==> config.mk <==
export PLATFORM = sky130hd
export DESIGN_NAME = cacheline_burst_adaptor
export DESIGN_NICKNAME = d
export VERILOG_FILES = /design/src/rtl/cacheline_burst_adaptor.sv
export SDC_FILE = /design/constraint.sdc
export NUM_CORES = 1
export LEC_CHECK = 0
export ABC_CLOCK_PERIOD_IN_PS = 2900
export CAP_MARGIN = 20
export CORE_AREA = 3 3 275 277
export DETAILED_ROUTE_END_ITERATION = 8
export DIE_AREA = 0 0 278 280
export DONT_BUFFER_PORTS = 1
export PLACE_DENSITY = 0.48
export SYNTH_ARGS = -nofsm -noshare
export SYNTH_HDL_FRONTEND = slang
export SYNTH_SLANG_ARGS = --single-unit
==> constraint.sdc <==
create_clock -name clk -period 2.9 [get_ports clk]
set_clock_uncertainty 0.1 [all_clocks]
set_input_delay 0.58 -clock clk [delete_from_list [all_inputs] [get_ports clk]]
set_output_delay 0.58 -clock clk [all_outputs]
set_load 0.05 [all_outputs]
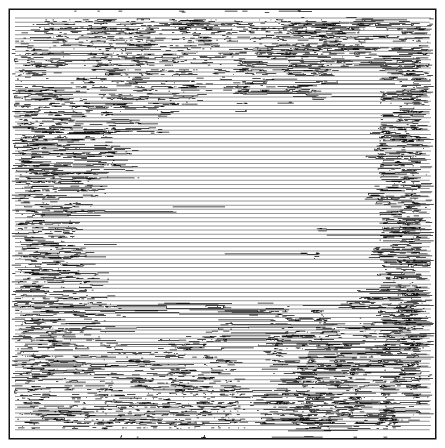
Fig. 1. Metal 1 (run 1).
Supply wires on this layer in gray.
share of all routed wire: 38%
longest straight run: 73.4 um
Vias: 13,900
WL final: 67,500 um

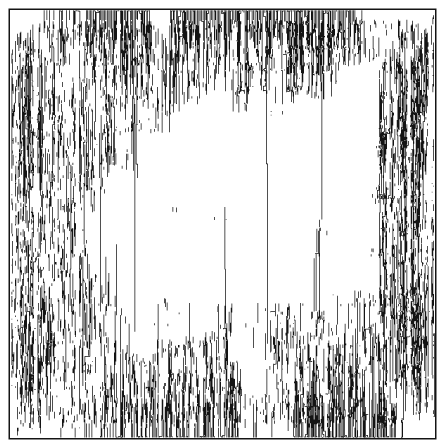
Fig. 2. Signal wires on met2 (run 1).
main direction: vertical
wire length on this layer: 33.9 mm
met2 usage: 28.2%

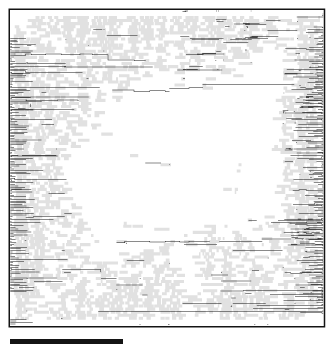
Fig. 3. M3 wires (run 1).
Scale bar: 100 um. Cells faint in the background.
main direction: horizontal
wire length on this layer: 6,300 um
longest straight run: 199 um
share of all routed wire: 9.3%
M3 GR Usage: 5.84%

==> Slide: Implementation Results, run 1 <==
Run Summary

GRT
  • GRT Total Usage: between 10% and 20%

Clocking
  • CTS root buffer: clkbuf_16
  • Worst-case clock buffer depth: 3
  • CTS tree: yes
  • CTS resizes: between 100 and 150

Synth
  • XOR Share, Synth: 0%
  • List of most frequent post-synthesis cells: dfrtp_1 (543), mux2_2 (285), a22o_1 (256)
  • Mapped Avg Cell Area: 16.0 um2
  • Largest type area fraction: 62.1%
  • Cell count listed in synth_stat.txt: 1,365
  • Synth logic family: multiplexers

Cells and area
  • Non-clk invs: 4
  • Leading cell kind: registers
  • Gate Area: ~7900 um2
  • Layout fillers: 6,797
  • Register area: roughly 14,000 um2

Worst setup path
  • Slowest library cell on the worst path: mux4_2
  • Top delay family on crit path: multiplexers

Timing
  • Final Setup Violations: 1
  • Worst Slack Setup Final: -1.57 ps
  • WHS: -407 ps
  • Period utilization: 100%
  • Fin. max-slew vios: 133
  • Final hold vios: 543

Die
  • Placeable Area: between 70,000 and 80,000 um2

Detailed routing
  • # DRC: 0
  • Routed wl met3: 6300 um
  • Met2 wire length: 33,900 um

Placement
  • Post-DP HPWL: ~45,000 um

Hold path
  • Hold Path Class: input pin to asynchronous set/reset pin

Run status
  • Outcome: complete, but fails checks
  • Failing checks: hold timing, slew limit, setup timing

Pwr
  • Switching portion of total power: 43.2%
  • Comb power: roughly 11 mW
## run 1: stage by stage
step | TNS [ps] | total power, mW | setup WS [ps] | hold slack, ps | std cells
after floorplan | 0 | 26.1 | 371 | 184 | 1369
after global placement | 0 | 28.5 | 329 | 197 | 2264
after detailed placement | 0 | 28.8 | 321 | 197 | 2264
after CTS | -1400 | 37.5 | -101 | -456 | 2724
after global routing | -1640 | 39.2 | -98.0 | -457 | 2735
final | -1.57 | 37.6 | -1.57 | -407 | 2735
## run 1: logic make-up (layout without fill, tap and decap cells)
group / count (synthesis) / after routing
muxes: 352 / 352
other: 1 / 11
DFF: 543 / 543
and+or+nand+nor: 84 / 84
AOI/OAI and AO/OA: 259 / 259
buffers and inverters: 114 / 515
adders and majority gates: 12 / 12
--- run 2 (diff from run 1) ---
--- a/config.mk
+++ b/config.mk
@@ -5,13 +5,13 @@
 export SDC_FILE = /design/constraint.sdc
 export NUM_CORES = 1
 export LEC_CHECK = 0
-export ABC_CLOCK_PERIOD_IN_PS = 2900
+export ABC_CLOCK_PERIOD_IN_PS = 2450
 export CAP_MARGIN = 20
 export CORE_AREA = 3 3 275 277
 export DETAILED_ROUTE_END_ITERATION = 8
 export DIE_AREA = 0 0 278 280
 export DONT_BUFFER_PORTS = 1
-export PLACE_DENSITY = 0.48
+export PLACE_DENSITY = 0.5
 export SYNTH_ARGS = -nofsm -noshare
 export SYNTH_HDL_FRONTEND = slang
 export SYNTH_SLANG_ARGS = --single-unit
==> constraint.sdc (replaced) <==
create_clock -name clk -period 2.45 [get_ports clk]
set_clock_uncertainty 0.1 [all_clocks]
set_input_delay 0.49 -clock clk [delete_from_list [all_inputs] [get_ports clk]]
set_output_delay 0.49 -clock clk [all_outputs]
set_load 0.05 [all_outputs]
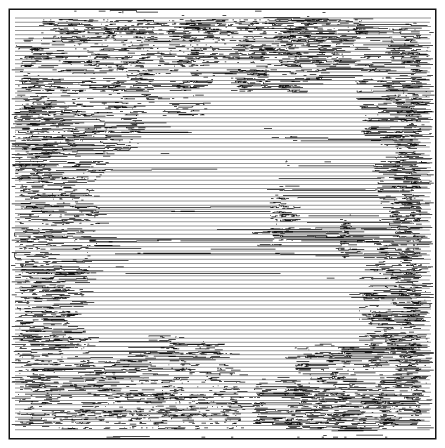
Fig. 4. Metal 1 (run 2).
Supply wires on this layer in gray.
wire length on this layer: 26.7 mm
share of all routed wire: 39%
nets with wire on the layer: 1,904
main direction: horizontal
longest straight run: 127 um
grt met1 use: 20.4%
WL final: 69,100 um

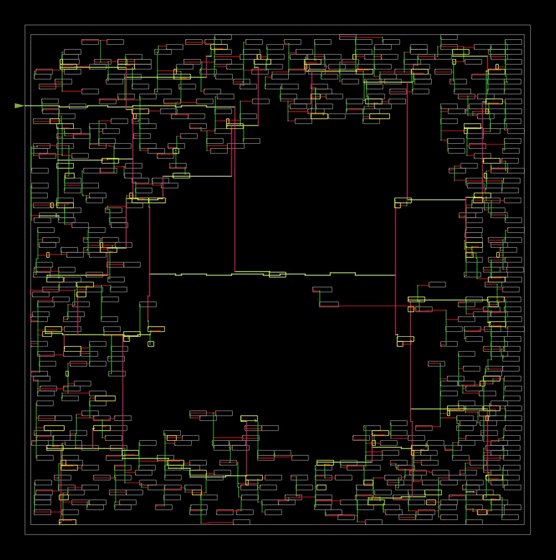
Fig. 5. Clock wiring as the flow saved it (run 2).
clkbuf count: 91
reported clock group power: 8.85 mW
cts bufs inserted: 59
Insertion Delay late pin: 590 ps
Seq cells: 543

==> run 2 against run 1 <==
Against the previous run: the run still ends with hold timing, slew limit, setup timing left; sequential power up 18%; global-route usage up 0.62 points; power up 21%; design area up 1.8%; register-to-register slack worse by 200 ps; cell count up 1.0%; clock power up 17%; worst hold slack worse by 100 ps; sequential cell count unchanged; critical path type unchanged; critical endpoint is now burst_wdata[22]; largest power group unchanged.
==> Slide: Implementation Results, run 2 <==
Run Summary

Placement
  • Post-DP HPWL: roughly 45,000 um
  • Setup WS pre-CTS: between 20 and 30 ps
  • Placed insts: about 2,300

Timing
  • Total negative setup slack: -20,270 ps
  • Worst Slack Setup Final: -371 ps
  • Period utilization: 115%
  • Fin. max-slew vios: 182
  • Max Clock Freq: 354 MHz
  • Final hold vios: approximately 540
  • Final Setup Violations: roughly 64
  • WHS: -508 ps

Cells and area
  • Most numerous logic cell after layout: dfrtp_1
  • Non-clk invs: 4
  • Leading cell kind: registers
  • Gate Area: 7910 um2
  • Register area: around 14,000 um2
  • Layout fillers: 6,694

Run status
  • Outcome: complete, but fails checks
  • Failing checks: hold timing, slew limit, setup timing

Die
  • Placeable Area: roughly 73,000 um2
  • Core Density at Floorplan: 29.9%

Clocking
  • CTS tree: yes
  • CTS resizes: 120
  • Worst-case clock buffer depth: 3
  • CTS root buffer: clkbuf_16

Detailed routing
  • Vias: 13,900
  • Met2 wire length: 34,600 um
  • # DRC: 0
  • Routed wl met3: 5610 um

Worst setup path
  • Largest stage delay on the critical path: 510 ps
  • Top delay family on crit path: multiplexers
  • Kind of critical path: register to primary output

Hold path
  • Hold Path Class: input pin to asynchronous set/reset pin

GRT
  • M3 GR Usage: ~5.2%
  • GRT Total Usage: 17.1%

Synth
  • Largest type area fraction: 62.1%
  • Mapped Avg Cell Area: 16.0 um2
  • List of most frequent post-synthesis cells: dfrtp_1 (543), mux2_2 (285), a22o_1 (256)
  • Cell count listed in synth_stat.txt: 1,365

Pwr
  • Pwr/cell area: 1530 nW/um2
==> run 2: power groups by stage <==
stage | clock [mW] | sequential (mW) | combinational [mW]
final | 8.85 | 22.5 | 13.9
after floorplan | 0 | 21.4 | 9.51
after detailed placement | 0 | 22.8 | 12.3
after global placement | 0 | 22.6 | 12.1
after CTS | 9.11 | 22.5 | 14.1
after global routing | 9.49 | 22.9 | 14.9
==> run 2: cell families (layout without fill, tap and decap cells) <==
kind of cell / after synthesis / count (layout) / synth area share, %
AND-OR/OR-AND: 259 / 259 / 10.3
adder cells (fa/ha/maj): 12 / 12 / 0.686
buffers and inverters: 114 / 543 / 2.78
flip-flops: 543 / 543 / 62.1
multiplexers: 352 / 352 / 21.4
other: 1 / 11 / 0.0171
AND/OR/NAND/NOR: 84 / 84 / 2.70
Power and IR drop assume default switching activity.
